[config.mk]
export PLATFORM = sky130hd
export DESIGN_NAME = operand_fetch_flat
export DESIGN_NICKNAME = d
export VERILOG_FILES = /design/src/rtl/coa_pkg.sv /design/src/rtl/operand_fetch_if.sv /design/src/rtl/operand_fetch_scoreboard.sv /design/src/rtl/operand_fetch.sv /design/src/flat_wrapper.sv
export SDC_FILE = /design/constraint.sdc
export NUM_CORES = 1
export LEC_CHECK = 0
export CORE_ASPECT_RATIO = 0.5
export CORE_MARGIN = 4
export CORE_UTILIZATION = 45
export CTS_CLUSTER_DIAMETER = 150
export CTS_CLUSTER_SIZE = 10
export DETAILED_ROUTE_END_ITERATION = 8
export MAX_ROUTING_LAYER = met4
export PLACE_DENSITY = 0.78
export SYNTH_ARGS = -nofsm -noshare
export SYNTH_HDL_FRONTEND = slang
export SYNTH_SLANG_ARGS = --single-unit
[constraint.sdc]
create_clock -name clk -period 2.35 [get_ports clk]
set_clock_uncertainty 0.05 [all_clocks]
set_input_delay 0.3525 -clock clk [delete_from_list [all_inputs] [get_ports clk]]
set_output_delay 0.3525 -clock clk [all_outputs]
set_load 0.01 [all_outputs]
[src/rtl/coa_pkg.sv]
// Shared sizing and types for the register-file read side.
package coa_pkg;
  localparam int DATA_W = 8;
  localparam int NREG   = 4;
  localparam int AW     = $clog2(NREG);
  // Number of scoreboard query ports: rs1, rs2, dst.
  localparam int NQ     = 3;

  typedef logic [AW-1:0]     reg_addr_t;
  typedef logic [DATA_W-1:0] data_t;
endpackage

[src/rtl/operand_fetch_if.sv]
// Decode, execute and writeback signals seen by operand_fetch.
interface operand_fetch_if;
  import coa_pkg::*;

  logic      id_valid;
  logic      id_ready;
  reg_addr_t id_rs1;
  reg_addr_t id_rs2;
  logic      id_use_rs2;
  reg_addr_t id_dst;
  logic      id_dst_en;

  logic      op_valid;
  logic      op_ready;
  data_t     op_a;
  data_t     op_b;
  reg_addr_t op_dst;
  logic      op_dst_en;

  logic      wb_valid;
  reg_addr_t wb_addr;
  data_t     wb_data;

  modport slave (
    input  id_valid, id_rs1, id_rs2, id_use_rs2, id_dst, id_dst_en,
    input  op_ready, wb_valid, wb_addr, wb_data,
    output id_ready, op_valid, op_a, op_b, op_dst, op_dst_en
  );

  modport master (
    output id_valid, id_rs1, id_rs2, id_use_rs2, id_dst, id_dst_en,
    output op_ready, wb_valid, wb_addr, wb_data,
    input  id_ready, op_valid, op_a, op_b, op_dst, op_dst_en
  );
endinterface

[src/rtl/operand_fetch_scoreboard.sv]
// Per-register busy bits with set-over-clear priority and blocked() queries.
module reg_scoreboard
  import coa_pkg::*;
(
  input  logic            clk,
  input  logic            rst_n,
  input  logic            set_en,
  input  reg_addr_t       set_addr,
  input  logic            clr_en,
  input  reg_addr_t       clr_addr,
  input  reg_addr_t       q_addr [NQ],
  output logic [NQ-1:0]   q_blocked,
  output logic [NREG-1:0] busy
);
  logic [NREG-1:0] busy_q;
  logic [NREG-1:0] busy_d;

  generate
    for (genvar gi = 0; gi < NREG; gi++) begin : g_bit
      // An issue claiming the register in the same cycle its writer retires keeps it busy.
      assign busy_d[gi] = (set_en && set_addr == reg_addr_t'(gi)) ? 1'b1 :
                          (clr_en && clr_addr == reg_addr_t'(gi)) ? 1'b0 :
                          busy_q[gi];
    end

    for (genvar gi = 0; gi < NQ; gi++) begin : g_query
      assign q_blocked[gi] = busy_q[q_addr[gi]] && !(clr_en && clr_addr == q_addr[gi]);
    end
  endgenerate

  always_ff @(posedge clk or negedge rst_n) begin
    if (!rst_n) busy_q <= '0;
    else        busy_q <= busy_d;
  end

  assign busy = busy_q;
endmodule

[src/rtl/operand_fetch.sv]
// Register file read side: hazard stall, writeback bypass and a one-deep operand register.
module operand_fetch
  import coa_pkg::*;
(
  input  logic            clk,
  input  logic            rst_n,
  operand_fetch_if.slave  bus,
  output logic [NREG-1:0] busy,
  output logic            wb_spurious
);
  data_t     regs_q [NREG];
  data_t     regs_d [NREG];
  reg_addr_t q_addr [NQ];
  logic [NQ-1:0] blk;
  logic      hazard, accept;
  data_t     rs1_val, rs2_val;

  logic      op_valid_q, op_valid_d;
  data_t     op_a_q, op_a_d, op_b_q, op_b_d;
  reg_addr_t op_dst_q, op_dst_d;
  logic      op_dst_en_q, op_dst_en_d;
  logic      wb_spurious_q, wb_spurious_d;

  always_comb begin
    q_addr[0] = bus.id_rs1;
    q_addr[1] = bus.id_rs2;
    q_addr[2] = bus.id_dst;
  end

  reg_scoreboard u_sb (
    .clk       (clk),
    .rst_n     (rst_n),
    .set_en    (accept && bus.id_dst_en),
    .set_addr  (bus.id_dst),
    .clr_en    (bus.wb_valid),
    .clr_addr  (bus.wb_addr),
    .q_addr    (q_addr),
    .q_blocked (blk),
    .busy      (busy)
  );

  assign hazard       = blk[0] | (bus.id_use_rs2 & blk[1]) | (bus.id_dst_en & blk[2]);
  assign bus.id_ready = (!op_valid_q | bus.op_ready) & !hazard;
  assign accept       = bus.id_valid & bus.id_ready;

  // Same-cycle writeback is forwarded so a source released this cycle reads the new value.
  always_comb begin
    rs1_val = (bus.wb_valid && bus.wb_addr == bus.id_rs1) ? bus.wb_data : regs_q[bus.id_rs1];
    rs2_val = (bus.wb_valid && bus.wb_addr == bus.id_rs2) ? bus.wb_data : regs_q[bus.id_rs2];
  end

  always_comb begin
    for (int i = 0; i < NREG; i++) begin
      regs_d[i] = regs_q[i];
    end
    if (bus.wb_valid) regs_d[bus.wb_addr] = bus.wb_data;
  end

  always_comb begin
    op_valid_d  = op_valid_q;
    op_a_d      = op_a_q;
    op_b_d      = op_b_q;
    op_dst_d    = op_dst_q;
    op_dst_en_d = op_dst_en_q;
    if (accept) begin
      op_valid_d  = 1'b1;
      op_a_d      = rs1_val;
      op_b_d      = bus.id_use_rs2 ? rs2_val : '0;
      op_dst_d    = bus.id_dst;
      op_dst_en_d = bus.id_dst_en;
    end else if (bus.op_ready) begin
      op_valid_d  = 1'b0;
    end
    wb_spurious_d = bus.wb_valid & !busy[bus.wb_addr];
  end

  always_ff @(posedge clk or negedge rst_n) begin
    if (!rst_n) begin
      for (int i = 0; i < NREG; i++) begin
        regs_q[i] <= '0;
      end
      op_valid_q    <= 1'b0;
      op_a_q        <= '0;
      op_b_q        <= '0;
      op_dst_q      <= '0;
      op_dst_en_q   <= 1'b0;
      wb_spurious_q <= 1'b0;
    end else begin
      for (int i = 0; i < NREG; i++) begin
        regs_q[i] <= regs_d[i];
      end
      op_valid_q    <= op_valid_d;
      op_a_q        <= op_a_d;
      op_b_q        <= op_b_d;
      op_dst_q      <= op_dst_d;
      op_dst_en_q   <= op_dst_en_d;
      wb_spurious_q <= wb_spurious_d;
    end
  end

  assign bus.op_valid  = op_valid_q;
  assign bus.op_a      = op_a_q;
  assign bus.op_b      = op_b_q;
  assign bus.op_dst    = op_dst_q;
  assign bus.op_dst_en = op_dst_en_q;
  assign wb_spurious   = wb_spurious_q;
endmodule

[src/flat_wrapper.sv]
// flat-port wrapper written by rule: the top's interface ports become plain ports
module operand_fetch_flat import coa_pkg::*;
  (clk, rst_n, busy, wb_spurious, bus_id_valid, bus_id_rs1, bus_id_rs2, bus_id_use_rs2, bus_id_dst, bus_id_dst_en, bus_op_ready, bus_wb_valid, bus_wb_addr, bus_wb_data, bus_id_ready, bus_op_valid, bus_op_a, bus_op_b, bus_op_dst, bus_op_dst_en);
  operand_fetch_if bus_i ();
  input  logic clk;
  input  logic rst_n;
  output logic [NREG-1:0] busy;
  output logic wb_spurious;
  input wire logic [$bits(bus_i.id_valid)-1:0] bus_id_valid;
  input wire logic [$bits(bus_i.id_rs1)-1:0] bus_id_rs1;
  input wire logic [$bits(bus_i.id_rs2)-1:0] bus_id_rs2;
  input wire logic [$bits(bus_i.id_use_rs2)-1:0] bus_id_use_rs2;
  input wire logic [$bits(bus_i.id_dst)-1:0] bus_id_dst;
  input wire logic [$bits(bus_i.id_dst_en)-1:0] bus_id_dst_en;
  input wire logic [$bits(bus_i.op_ready)-1:0] bus_op_ready;
  input wire logic [$bits(bus_i.wb_valid)-1:0] bus_wb_valid;
  input wire logic [$bits(bus_i.wb_addr)-1:0] bus_wb_addr;
  input wire logic [$bits(bus_i.wb_data)-1:0] bus_wb_data;
  output wire logic [$bits(bus_i.id_ready)-1:0] bus_id_ready;
  output wire logic [$bits(bus_i.op_valid)-1:0] bus_op_valid;
  output wire logic [$bits(bus_i.op_a)-1:0] bus_op_a;
  output wire logic [$bits(bus_i.op_b)-1:0] bus_op_b;
  output wire logic [$bits(bus_i.op_dst)-1:0] bus_op_dst;
  output wire logic [$bits(bus_i.op_dst_en)-1:0] bus_op_dst_en;
  assign bus_i.id_valid = bus_id_valid;
  assign bus_i.id_rs1 = bus_id_rs1;
  assign bus_i.id_rs2 = bus_id_rs2;
  assign bus_i.id_use_rs2 = bus_id_use_rs2;
  assign bus_i.id_dst = bus_id_dst;
  assign bus_i.id_dst_en = bus_id_dst_en;
  assign bus_i.op_ready = bus_op_ready;
  assign bus_i.wb_valid = bus_wb_valid;
  assign bus_i.wb_addr = bus_wb_addr;
  assign bus_i.wb_data = bus_wb_data;
  assign bus_id_ready = bus_i.id_ready;
  assign bus_op_valid = bus_i.op_valid;
  assign bus_op_a = bus_i.op_a;
  assign bus_op_b = bus_i.op_b;
  assign bus_op_dst = bus_i.op_dst;
  assign bus_op_dst_en = bus_i.op_dst_en;
  operand_fetch u_core (.clk(clk), .rst_n(rst_n), .bus(bus_i), .busy(busy), .wb_spurious(wb_spurious));
endmodule
==> flow_summary_export.csv, run 1 <==
group,metric,value,unit
status,outcome,"finished clean",
cells_and_area,final_layout_top_logic_cell,"dfrtp_1",
flow_run,max-cap-violations,0,
flow_run,openroad.warnings,27,
power,power_density,1050,nW/µm²
yosys,edf_count,0,
cells_and_area,final-comb-area,1460,µm²
yosys,ys_sh_aoi,7.94,%
cells_and_area,inv_count,4,
cells_and_area,buffer_area_share,17.2,%
yosys,synth_flops,57,
floorplan,core-area,6260,µm²
cells_and_area,fillCellCount,468,
final_timing,setup_tns,0,ns
floorplan,initial_core_util,47.9,%
cells_and_area,final_nets,298,
yosys,fp_nets,231,
cells_and_area,comb_area_share,36.2,%
clock_tree,htreeDepth,3,
clock_tree,clk_latency,0.33,ns
power,power,4.21,mW
yosys,syn_area,2990,µm²
final_timing,report.final.setup_viol,0,
setup_path,criticalPathCategory,"in -> out",
cells_and_area,layout_top_cells,"57 x dfrtp_1, 43 x clkdlybuf4s50_1, 40 x mux2_2",
floorplan,io_pins,49,
floorplan,fp.dieW,123,µm
placement,globalplace.congestion,0.850,
yosys,syn_area_per_cell,14.4,µm²
power,cellLeakagePower,1.79,nW
setup_path,cp-start-kind,"input pin",
yosys,yosys_area,2990,µm²
final_timing,fmax,0.440,GHz
yosys,ys.warnings.count,0,
floorplan,taps,88,
cells_and_area,non_clock_buffer_count,72,
routing,drc_errors,0,
placement,hpwl,5040,µm
cells_and_area,flops,57,
clock_tree,path_clk_slew,0.05,ns
grt,grt_overflow,0,
yosys,mux_share,33.9,%
yosys,synth_cell_type_count,29,
cells_and_area,num-clock-buffers,11,
cells_and_area,antenna_cells,0,
cells_and_area,num-multi-input-gates,131,
power,irDropWorstVdd,0.000441,V
clock_tree,clockRootBuffer,"clkbuf_16",
yosys,synthXorXnorAreaFrac,1.76,%
final_timing,slew_headroom,63.5,%
cells_and_area,drive_above_1_share,37.9,%
cells_and_area,clock_area_share,8.19,%
grt,grt_max_degree,35,
yosys,synth_stat.cells,208,
routing,ant_nets,0,
hold_path,hold_class,"in -> reg",
routing,first_iter_violations,133,
yosys,postSynthCellCount,208,
floorplan,rows,20,
routing,avgViaCountPerCell,5.58,
setup_path,end_kind,"primary output",
final_timing,setup_ws,0.0768,ns
yosys,ys_async_sr_fraction,100,%
placement,post-place-ws,-0.420,ns
final_timing,min_period,2.27,ns
setup_path,path_max_fanout,4,
yosys,yosys.stat.seqShare,47.6,%
grt,grt_pass1_wl,11400,µm
clock_tree,cts_buffers,9,
yosys,ys.flop_type,"dfrtp_1",
yosys,synthTopLogicFamily,"multiplexers",
clock_tree,ctsLongestPathBuffers,2,
final_timing,worst_slew_pin_slew,0.548,ns
setup_path,required,1.95,ns
cells_and_area,area_growth_syn_to_layout,34.7,%
grt,grt_pass1_vias,2167,
[run 1: where the power goes]
group | switching [mW] | internal [mW] | leakage (nW)
Combinational | 0.534 | 0.794 | 0.941
Sequential | 0.203 | 1.27 | 0.685
Clock | 0.435 | 0.979 | 0.162
[run 1: logic make-up after synthesis]
| kind of cell | Yosys count |
|---|---|
| and+or+nand+nor | 23 |
| xor gates and xnor gates | 6 |
| muxes | 71 |
| DFF | 57 |
| buffers and inverters | 20 |
| AOI/OAI and AO/OA | 31 |
[run 1: what timing repair did]
action                                  CTS  global route
setup buffers                             0             0
endpoints found under the hold margin    23             0
resized                                   6             9
endpoints found under the setup margin    6             8
pin swaps                                 1             1
hold buffers                              1             0
[run 1: state kept, by name, summed over array words and instances, names as in the netlist]
name / count
u_core.regs_q: 32
u_core.bus.op_a: 8
u_core.bus.op_b: 8
u_core.u_sb.busy: 4
u_core.bus.op_dst: 2
u_core.bus.op_dst_en: 1
u_core.bus.op_valid: 1
u_core.wb_spurious: 1
[run 1: per-stage QoR]
stage / instances / cell area (µm²) / hold slack, ns
2_1_floorplan: 208 / 2990 / 0.00691
3_3_place_gp: 351 / 3660 / 0.309
3_5_place_dp: 351 / 3660 / 0.319
4_1_cts: 368 / 4000 / 0.433
5_1_grt: 368 / 4030 / 0.377
6_report: 368 / 4030 / 0.369
[run 1: Yosys cell counts (2+ instances only)]
cell / count / share of area [%]
o41ai_1: 3 / 0.88
a21bo_1: 8 / 2.7
buf_6: 3 / 1.1
nand3b_1: 2 / 0.50
mux2_2: 40 / 15
o311ai_1: 2 / 0.59
nand2_1: 4 / 0.50
mux2i_1: 8 / 2.7
mux2_1: 3 / 1.1
inv_1: 4 / 0.50
xor2_1: 6 / 1.8
nand4_1: 8 / 1.7
nand2b_1: 2 / 0.42
or3_1: 2 / 0.42
mux4_2: 20 / 15
a31oi_1: 8 / 1.7
a21oi_1: 8 / 1.3
buf_2: 8 / 1.3
buf_4: 3 / 0.75
dfrtp_1: 57 / 48
[run 1: worst paths after layout]
check | startpoint | end | slack [ns] | cells after the start
min in group asynchronous | rst_n | u_core.regs_q[28] | 0.53 | 2
worst max register to register | u_core.u_sb.busy[3] | u_core.u_sb.busy[2] | 0.17 | 7
max in group asynchronous | rst_n | u_core.bus.op_b[4] | 1.16 | 3
worst min register to register | u_core.bus.op_b[5] | u_core.bus.op_b[5] | 0.43 | 1
worst max-delay path | bus_wb_addr[0] | bus_id_ready | 0.08 | 5
worst min-delay path | bus_id_dst[0] | u_core.u_sb.busy[2] | 0.37 | 3
[run 1: critical path: stages]
cell and delay [ns]:
clkdlybuf4s50_1 0.52, xor2_1 0.23, o311ai_1 0.32, and4_4 0.31
buf_4 0.13
[run 1: per-layer routing]
| metal | global-route usage, % | vias up | wire [µm] |
|---|---|---|---|
| li1 | - | 939 | - |
| met1 | 25.1 | 1025 | 3050 |
| met2 | 30.3 | 68 | 3560 |
| met3 | 4.30 | 23 | 352 |
| met4 | 10.3 | 0 | 230 |
| met5 | - | - | 0 |
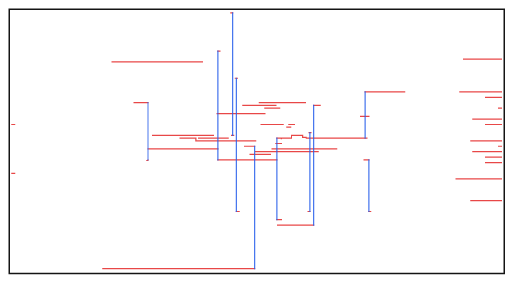
run_1/metal_stack.png
Drawn at 4 px/µm. Two of the layers only.
| colour | layer | wire length |
|---|---|---|
| red | met3 | 352 µm |
| blue | met4 | 231 µm |
drt wl/cell: 19.6 µm
GRT Overall Usage: 19.8%
DR vias: 2055

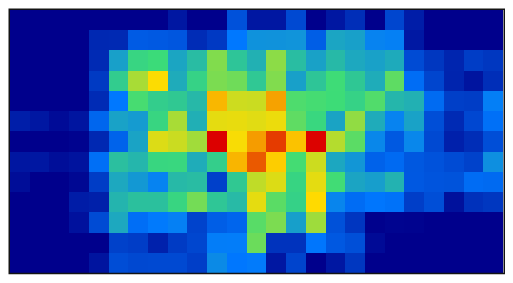
run_1/wire_density.png
Drawn at 4 px/µm. The die is cut into 25 by 13 equal tiles; dark blue is low, red is high, scaled to the fullest tile. Values are wire area over tile area, all layers added.
fullest tile: 0.57
nearly empty tiles: 24%
emptiest ninth of the die: bottom right
tiles over half the peak: 16%
DRT Wirelength: 7200 µm

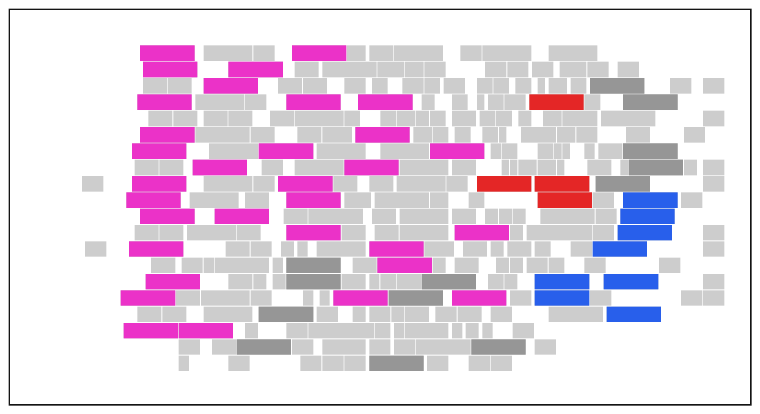
run_1/registers.png
Drawn at 6 px/µm.
| colour | netlist name | flops |
|---|---|---|
| blue | `u_core.bus.op_b` | 8 |
| magenta | `u_core.regs_q` | 32 |
| red | `u_core.u_sb.busy` | 4 |
Finished Core Util: 64.5%
Flop area: 1430 µm²
Seq group: 1.47 mW
Seq area share: 35.4%

run_1/port_nets.png
Drawn at 4 px/µm.
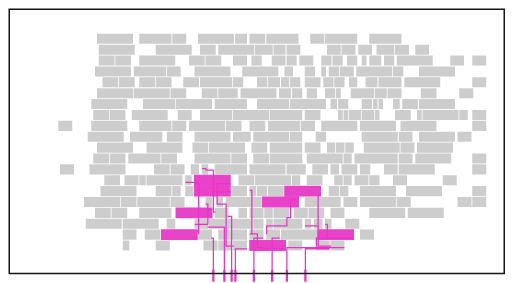

==> run 2: changes to the inputs <==
--- a/config.mk
+++ b/config.mk
@@ -5,14 +5,15 @@
 export SDC_FILE = /design/constraint.sdc
 export NUM_CORES = 1
 export LEC_CHECK = 0
+export ABC_AREA = 1
 export CORE_ASPECT_RATIO = 0.5
 export CORE_MARGIN = 4
-export CORE_UTILIZATION = 45
+export CORE_UTILIZATION = 42
 export CTS_CLUSTER_DIAMETER = 150
 export CTS_CLUSTER_SIZE = 10
 export DETAILED_ROUTE_END_ITERATION = 8
 export MAX_ROUTING_LAYER = met4
-export PLACE_DENSITY = 0.78
+export PLACE_DENSITY = 0.74
 export SYNTH_ARGS = -nofsm -noshare
 export SYNTH_HDL_FRONTEND = slang
 export SYNTH_SLANG_ARGS = --single-unit
==> constraint.sdc (replaced) <==
create_clock -name clk -period 2.35 [get_ports clk]
set_clock_uncertainty 0.05 [all_clocks]
set_input_delay 0.705 -clock clk [delete_from_list [all_inputs] [get_ports clk]]
set_output_delay 0.705 -clock clk [all_outputs]
set_load 0.01 [all_outputs]
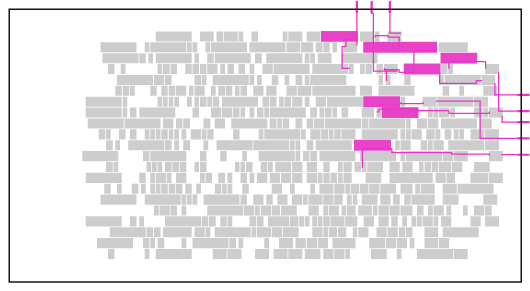
run_2/port_nets.png
Drawn at 4 px/µm.
| colour | port | bits | direction | edge | end cells | buffers | wire |
|---|---|---|---|---|---|---|---|
| magenta | `bus_op_a` | 8 | output | 5 right, 3 top | 8 | 8 | 249 µm |

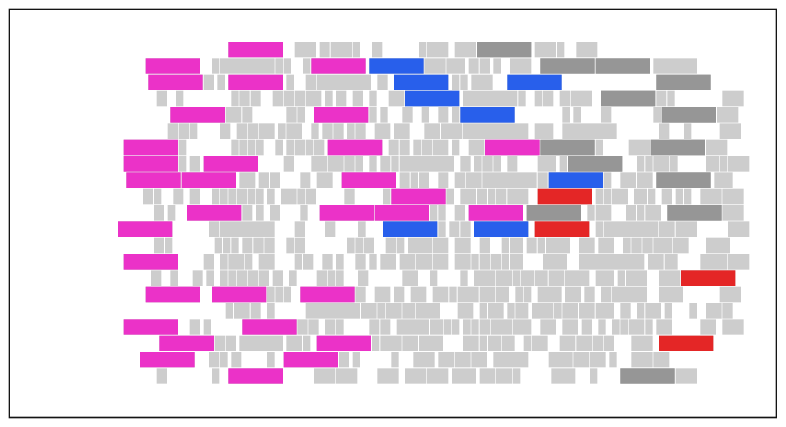
run_2/registers.png
Drawn at 6 px/µm.
| colour | netlist name | flops |
|---|---|---|
| red | `u_core.u_sb.busy` | 4 |
| magenta | `u_core.regs_q` | 32 |
| blue | `u_core.bus.op_b` | 8 |
not coloured: 13
Seq area share: 32.9%
Finished Core Util: 63.7%

==> flow_summary_export.csv, run 2 <==
group,metric,value,unit
routing,avgViaCountPerCell,5.31,
yosys,ys_async_sr_fraction,100,%
yosys,top_cells_by_count,"106 x nand2_1, 64 x o21ai_0, 57 x dfrtp_1",
yosys,ys_top_cells_by_area,"dfrtp_1 47%, nand2_1 13%, o21ai_0 11%",
setup_path,cp-start-kind,"input pin",
clock_tree,ctsLongestPathBuffers,2,
yosys,yosys.stat.seqShare,47.5,%
floorplan,fp.dieW,128,µm
flow_run,max-cap-violations,0,
cells_and_area,layout_top_cells,"98 x nand2_1, 64 x o21ai_0, 57 x dfrtp_1",
clock_tree,htreeDepth,3,
grt,grt_max_degree,40,
yosys,edf_count,0,
cells_and_area,drive_above_1_share,22.9,%
routing,wl_per_cell,15.6,µm
placement,hpwl,6190,µm
setup_path,max_stage_delay,0.17,ns
yosys,fp_nets,415,
final_timing,min_period,2.32,ns
placement,post-place-ws,-0.858,ns
routing,vias,3086,
yosys,syn_area,3000,µm²
clock_tree,cts_tree,"done",
cells_and_area,top_register,"u_core.regs_q",
routing,totalWireLength,9090,µm
grt,grt_use_total,23.2,%
setup_path,critPathMostFrequentCell,"nand3_2",
grt,use_met2,34.8,%
placement,globalplace.congestion,0.941,
yosys,syn_area_per_cell,7.66,µm²
cells_and_area,largest_reg_flops,32,
grt,grt_busiest_layer,"met2",
routing,ant_nets,0,
grt,grt.met3_usage,5.29,%
yosys,top_cell,"nand2_1",
setup_path,cpMaxStageDelayCell,"and2_4",
power,irDropWorstVdd,0.000458,V
cells_and_area,antenna_cells,0,
placement,post-place-cells,557,
setup_path,criticalPathCategory,"in -> out",
floorplan,initial_core_util,44.1,%
clock_tree,path_clk_slew,0.05,ns
floorplan,core-area,6810,µm²
yosys,top_area_cell,"dfrtp_1",
cells_and_area,final_nets,507,
floorplan,io_pins,49,
yosys,ys.flop_type,"dfrtp_1",
yosys,synth_flops,57,
clock_tree,clockRootBuffer,"clkbuf_16",
grt,use_met1,31.3,%
hold_path,hold_class,"in -> async",
final_timing,fmax,0.431,GHz
final_timing,setup_tns,0,ns
cells_and_area,stdcell_count,581,
yosys,synth_stat.cells,392,
yosys,postSynthCellCount,392,
flow_run,openroad.warnings,27,
cells_and_area,area_growth_syn_to_layout,44.2,%
grt,grt_pass1_wl,15000,µm
setup_path,r2r_slack,0.56,ns
power,cellLeakagePower,2.02,nW
routing,first_iter_violations,292,
cells_and_area,stdcell_area,4330,µm²
setup_path,required,1.59,ns
yosys,ys.warnings.count,0,
cells_and_area,final_layout_top_logic_cell,"nand2_1",
setup_path,path_cells,"clkbuf_4, buf_4, nand3_2, nand4_1, nand3_2, and2_4, buf_6",
final_timing,report.final.setup_viol,0,
placement,post_dp_cell_area,3850,µm²
floorplan,rows,21,
final_timing,worst_slew_pin_slew,0.502,ns
yosys,yosys_area,3000,µm²
setup_path,path_max_fanout,4,
final_timing,setup_ws,0.0308,ns
power,power_density,882,nW/µm²
routing,drc_errors,0,
status,outcome,"finished clean",
setup_path,end_kind,"primary output",
yosys,synth.top_cell.area_share,47.5,%
grt,grt_pass1_vias,2905,
yosys,synth_cell_type_count,27,
clock_tree,clk_latency,0.33,ns
clock_tree,cts_buffers,9,
grt,grt_antenna_before_repair,0,
grt,grt_overflow,0,
[run 2: cell types whose count changed after synthesis, moves of 11 or more]
cell,before,now
a21oi_1,8,20
clkbuf_1,1,12
inv_1,4,27
mux2_2,40,0
mux4_2,20,0
nand2_1,4,106
nand3_1,1,23
nor2_1,1,18
o21ai_0,0,64
o21ai_1,0,16
[run 2: worst paths after layout]
check	from	endpoint	cells past startpoint
setup / recovery	bus_id_dst[1]	bus_id_ready	7
hold / removal	rst_n	u_core.regs_q[9]	1
setup reg to reg	u_core.u_sb.busy[3]	u_core.bus.op_b[6]	10
hold reg to reg	u_core.bus.op_dst_en	u_core.bus.op_dst_en	2
max in group asynchronous	rst_n	u_core.bus.op_a[3]	2
min in group clk	u_core.bus.op_dst_en	u_core.bus.op_dst_en	2
[run 2: routing by layer]
layer  wire (µm)  vias up
li1            -     1493
met1        4170     1438
met2        4020      124
met3         687       31
met4         218        0
met5           0        -
[run 2: area by class of cell]
type	count	area (µm²)
Clock buffer	11	233
Clock inverter	5	80.1
Fill cell	563	2470
Inverter	34	135
Multi-Input combinational cell	280	1420
Sequential cell	57	1430
Tap cell	92	115
Timing Repair Buffer	102	920
[run 2: cell families (layout without fill, tap and decap cells)]
group / Yosys count / in the layout / synth area share, %
and+or+nand+nor: 155 / 155 / 21.4
xor gates and xnor gates: 2 / 2 / 0.583
DFF: 57 / 57 / 47.5
buffers and inverters: 55 / 152 / 8.04
AOI/OAI and AO/OA: 123 / 123 / 22.5
[run 2: critical path: cells and delay by family]
family,cells,cell delay (ns)
buffers and inverters,3,0.38
AND/OR/NAND/NOR,4,0.49
[run 2: report_power, final]
| group | switching [mW] | total, mW | internal, mW |
|---|---|---|---|
| combinational | 0.536 | 1.10 | 0.561 |
| clock | 0.448 | 1.37 | 0.925 |
| sequential | 0.147 | 1.35 | 1.20 |
[run 2: stage by stage]
step | power, mW | utilization (%)
2_1_floorplan | 1.83 | -
3_3_place_gp | 2.39 | 56.6
3_5_place_dp | 2.40 | 56.6
4_1_cts | 3.80 | 61.9
5_1_grt | 4.02 | 63.7
6_report | 3.82 | 63.7
[run 2: timing repair]
action                     CTS  global route
setup endpoints to repair    1             1
hold buffers                 0             0
gates cloned                 0             0
hold endpoints to repair     0             0
pin swaps                   12            20
setup buffers                6             2
gates resized               57            32
run_2/wire_density.png
Drawn at 4 px/µm. The die is cut into 26 by 14 equal tiles; dark blue is low, red is high, scaled to the fullest tile. Values are wire area over tile area, all layers added.
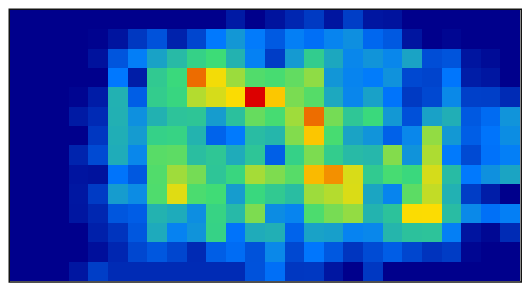

==> run 3: changes to the inputs <==
--- a/config.mk
+++ b/config.mk
@@ -13,7 +13,7 @@
 export CTS_CLUSTER_SIZE = 10
 export DETAILED_ROUTE_END_ITERATION = 8
 export MAX_ROUTING_LAYER = met4
-export PLACE_DENSITY = 0.74
+export PLACE_DENSITY = 0.75
 export SYNTH_ARGS = -nofsm -noshare
 export SYNTH_HDL_FRONTEND = slang
 export SYNTH_SLANG_ARGS = --single-unit
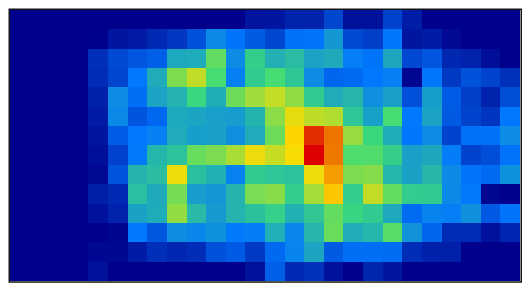
run_3/wire_density.png
Drawn at 4 px/µm. The die is cut into 26 by 14 equal tiles; dark blue is low, red is high, scaled to the fullest tile. Values are wire area over tile area, all layers added.
fullest tile: 0.78
nearly empty tiles: 27%
mean over tiles: 0.18
tiles over half the peak: 12%

==> flow_summary_export.csv, run 3 <==
group,metric,value,unit
yosys,ys_async_sr_fraction,100,%
cells_and_area,final_layout_top_logic_cell,"nand2_1",
status,violations,"negative setup slack",
cells_and_area,ff_latch_area,1430,µm²
routing,drc_errors,0,
setup_path,criticalPathCategory,"in -> out",
power,pwr-share-seq,36.4,%
final_timing,min_period,2.41,ns
grt,grt_antenna_before_repair,0,
flow_run,openroad.warnings,26,
cells_and_area,stdcell_area,4350,µm²
floorplan,io_pins,49,
yosys,synth_flops,57,
clock_tree,cts_tree,"done",
setup_path,path_max_fanout,4,
setup_path,reg2reg_to,"u_core.bus.op_b[4]",
status,outcome,"finished with violations",
yosys,ys.flop_type,"dfrtp_1",
cells_and_area,area_growth_syn_to_layout,44.8,%
yosys,edf_count,0,
power,clockPowerShare,33.5,%
routing,vias,3180,
setup_path,end_kind,"primary output",
setup_path,cp-start-kind,"input pin",
yosys,top_area_cell,"dfrtp_1",
floorplan,rows,21,
clock_tree,path_clk_slew,0.05,ns
yosys,yosys_area,3000,µm²
cells_and_area,antenna_cells,0,
routing,avgViaCountPerCell,5.43,
yosys,syn_area_per_cell,7.66,µm²
placement,hpwl,6250,µm
routing,wl_per_cell,16.4,µm
clock_tree,cts_buffers,9,
power,power.switching,1.13,mW
setup_path,path_cells,"buf_6, buf_6, nand2_1, nand3_1, nand3_1, nor2_2, nor2_4, and2_4, buf_6",
cells_and_area,top_register,"u_core.regs_q",
final_timing,worst_slew_pin_slew,0.382,ns
clock_tree,clk_latency,0.32,ns
cells_and_area,final_nets,514,
placement,post_dp_cell_area,3890,µm²
yosys,synth_cell_type_count,27,
yosys,ys_top_cells_by_area,"dfrtp_1 47%, nand2_1 13%, o21ai_0 11%",
yosys,top_cell,"nand2_1",
clock_tree,htreeDepth,3,
final_timing,report.final.setup_viol,1,
grt,grt_use_total,23.2,%
cells_and_area,final-comb-area,1420,µm²
final_timing,slew_headroom,73.9,%
final_timing,hold_ws,0.318,ns
final_timing,setup_ws,-0.0602,ns
clock_tree,clockRootBuffer,"clkbuf_16",
power,cellLeakagePower,2.05,nW
hold_path,hold_class,"in -> async",
setup_path,crit_buf_inv,3,
routing,first_iter_violations,325,
placement,globalplace.congestion,0.919,
setup_path,r2r_slack,0.58,ns
floorplan,core-area,6810,µm²
yosys,ys.warnings.count,0,
setup_path,crit_family,"simple AND/OR/NAND/NOR gates",
cells_and_area,utilization,63.9,%
grt,grt_overflow,0,
floorplan,fp.dieW,128,µm
setup_path,max_stage_delay,0.15,ns
setup_path,required,1.59,ns
yosys,synth.top_cell.area_share,47.5,%
cells_and_area,fillCellCount,540,
grt,grt_pass1_vias,2972,
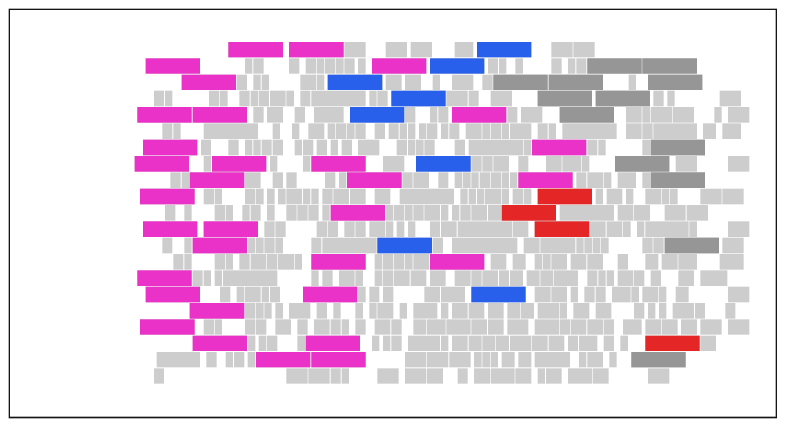
run_3/registers.png
Drawn at 6 px/µm.
| colour | netlist name | flops |
|---|---|---|
| red | `u_core.u_sb.busy` | 4 |
| magenta | `u_core.regs_q` | 32 |
| blue | `u_core.bus.op_b` | 8 |
not coloured: 13

-- run 3: cell types whose count changed in the layout (fill, tap and decap cells not counted), sizes merged --
cell,previous run,this run
clkinvlp,2,0
clkbuf,13,11
buf,63,71
bufinv,2,1
clkinv,2,4
-- run 3: through the flow --
stage / setup TNS, ns / worst slack [ns] / power, mW / instances
finish: -0.0602 / -0.0602 / 3.74 / 586
detailed placement: -4.83 / -0.864 / 2.42 / 560
global route: -0.0690 / -0.0690 / 3.92 / 586
global placement: -3.92 / -0.846 / 2.40 / 560
floorplan: 0 / 0.0000430 / 1.83 / 392
CTS: 0 / 0.0114 / 3.70 / 582
-- run 3: kinds of logic after synthesis --
family,Yosys count,share of synthesized area [%]
AND-OR/OR-AND,123,22.5
XOR/XNOR,2,0.583
buffers and inverters,55,8.04
flip-flops,57,47.5
AND/OR/NAND/NOR,155,21.4
-- run 3: power groups by stage --
stage / registers [mW] / logic (mW) / clock network [mW]
final: 1.36 / 1.12 / 1.25
after global routing: 1.39 / 1.23 / 1.30
after CTS: 1.36 / 1.08 / 1.26
after detailed placement: 1.37 / 1.06 / 0
after global placement: 1.36 / 1.04 / 0
after floorplan: 1.40 / 0.430 / 0
-- run 3: what timing repair did --
action / in CTS / in global routing
setup buffers: 8 / 4
pin swaps: 9 / 14
hold buffers: 0 / 0
setup endpoints to repair: 1 / 1
endpoints found under the hold margin: 0 / 0
resized: 54 / 30
-- run 3: per-layer routing --
metal	up-vias	track usage (%)	share of wire [%]
li1	1509	-	-
met1	1514	30.3	43
met2	138	37.0	47
met3	19	4.90	8.2
met4	0	6.88	1.6
met5	-	-	0
-- run 3: layout make-up --
class / count / area share, %
clock buffer: 10 / 5.49
clock inverter: 4 / 1.04
inverter: 34 / 3.14
multi-input combinational: 280 / 32.6
sequential: 57 / 32.8
tap: 92 / 2.65
timing repair buffer: 109 / 22.3
-- run 3: worst reg2reg max path: stages, from the launching register on --
cell,delay (ns)
dfrtp_1,0.43
inv_1,0.13
nand2_2,0.07
nand3_2,0.09
nand2_2,0.07
nand2_2,0.07
nand2_2,0.06
nor2_4,0.11
buf_4,0.12
nand3_2,0.13
buf_12,0.20
nand2_1,0.08
o21ai_1,0.06
-- run 3: worst max-delay path by stage --
stage,start,to,slack (ns),cells after the start
6_report,bus_id_rs2[0],bus_id_ready,-0.06,9
5_1_grt,bus_id_rs2[0],bus_id_ready,-0.07,9
4_1_cts,bus_id_dst[0],bus_id_ready,0.01,7
3_5_place_dp,bus_wb_addr[0],bus_id_ready,-0.86,9
3_3_place_gp,bus_id_rs1[0],bus_id_ready,-0.85,10
2_1_floorplan,bus_wb_addr[0],bus_id_ready,0.00004,8
Power is estimated from default activity; no workload was simulated.
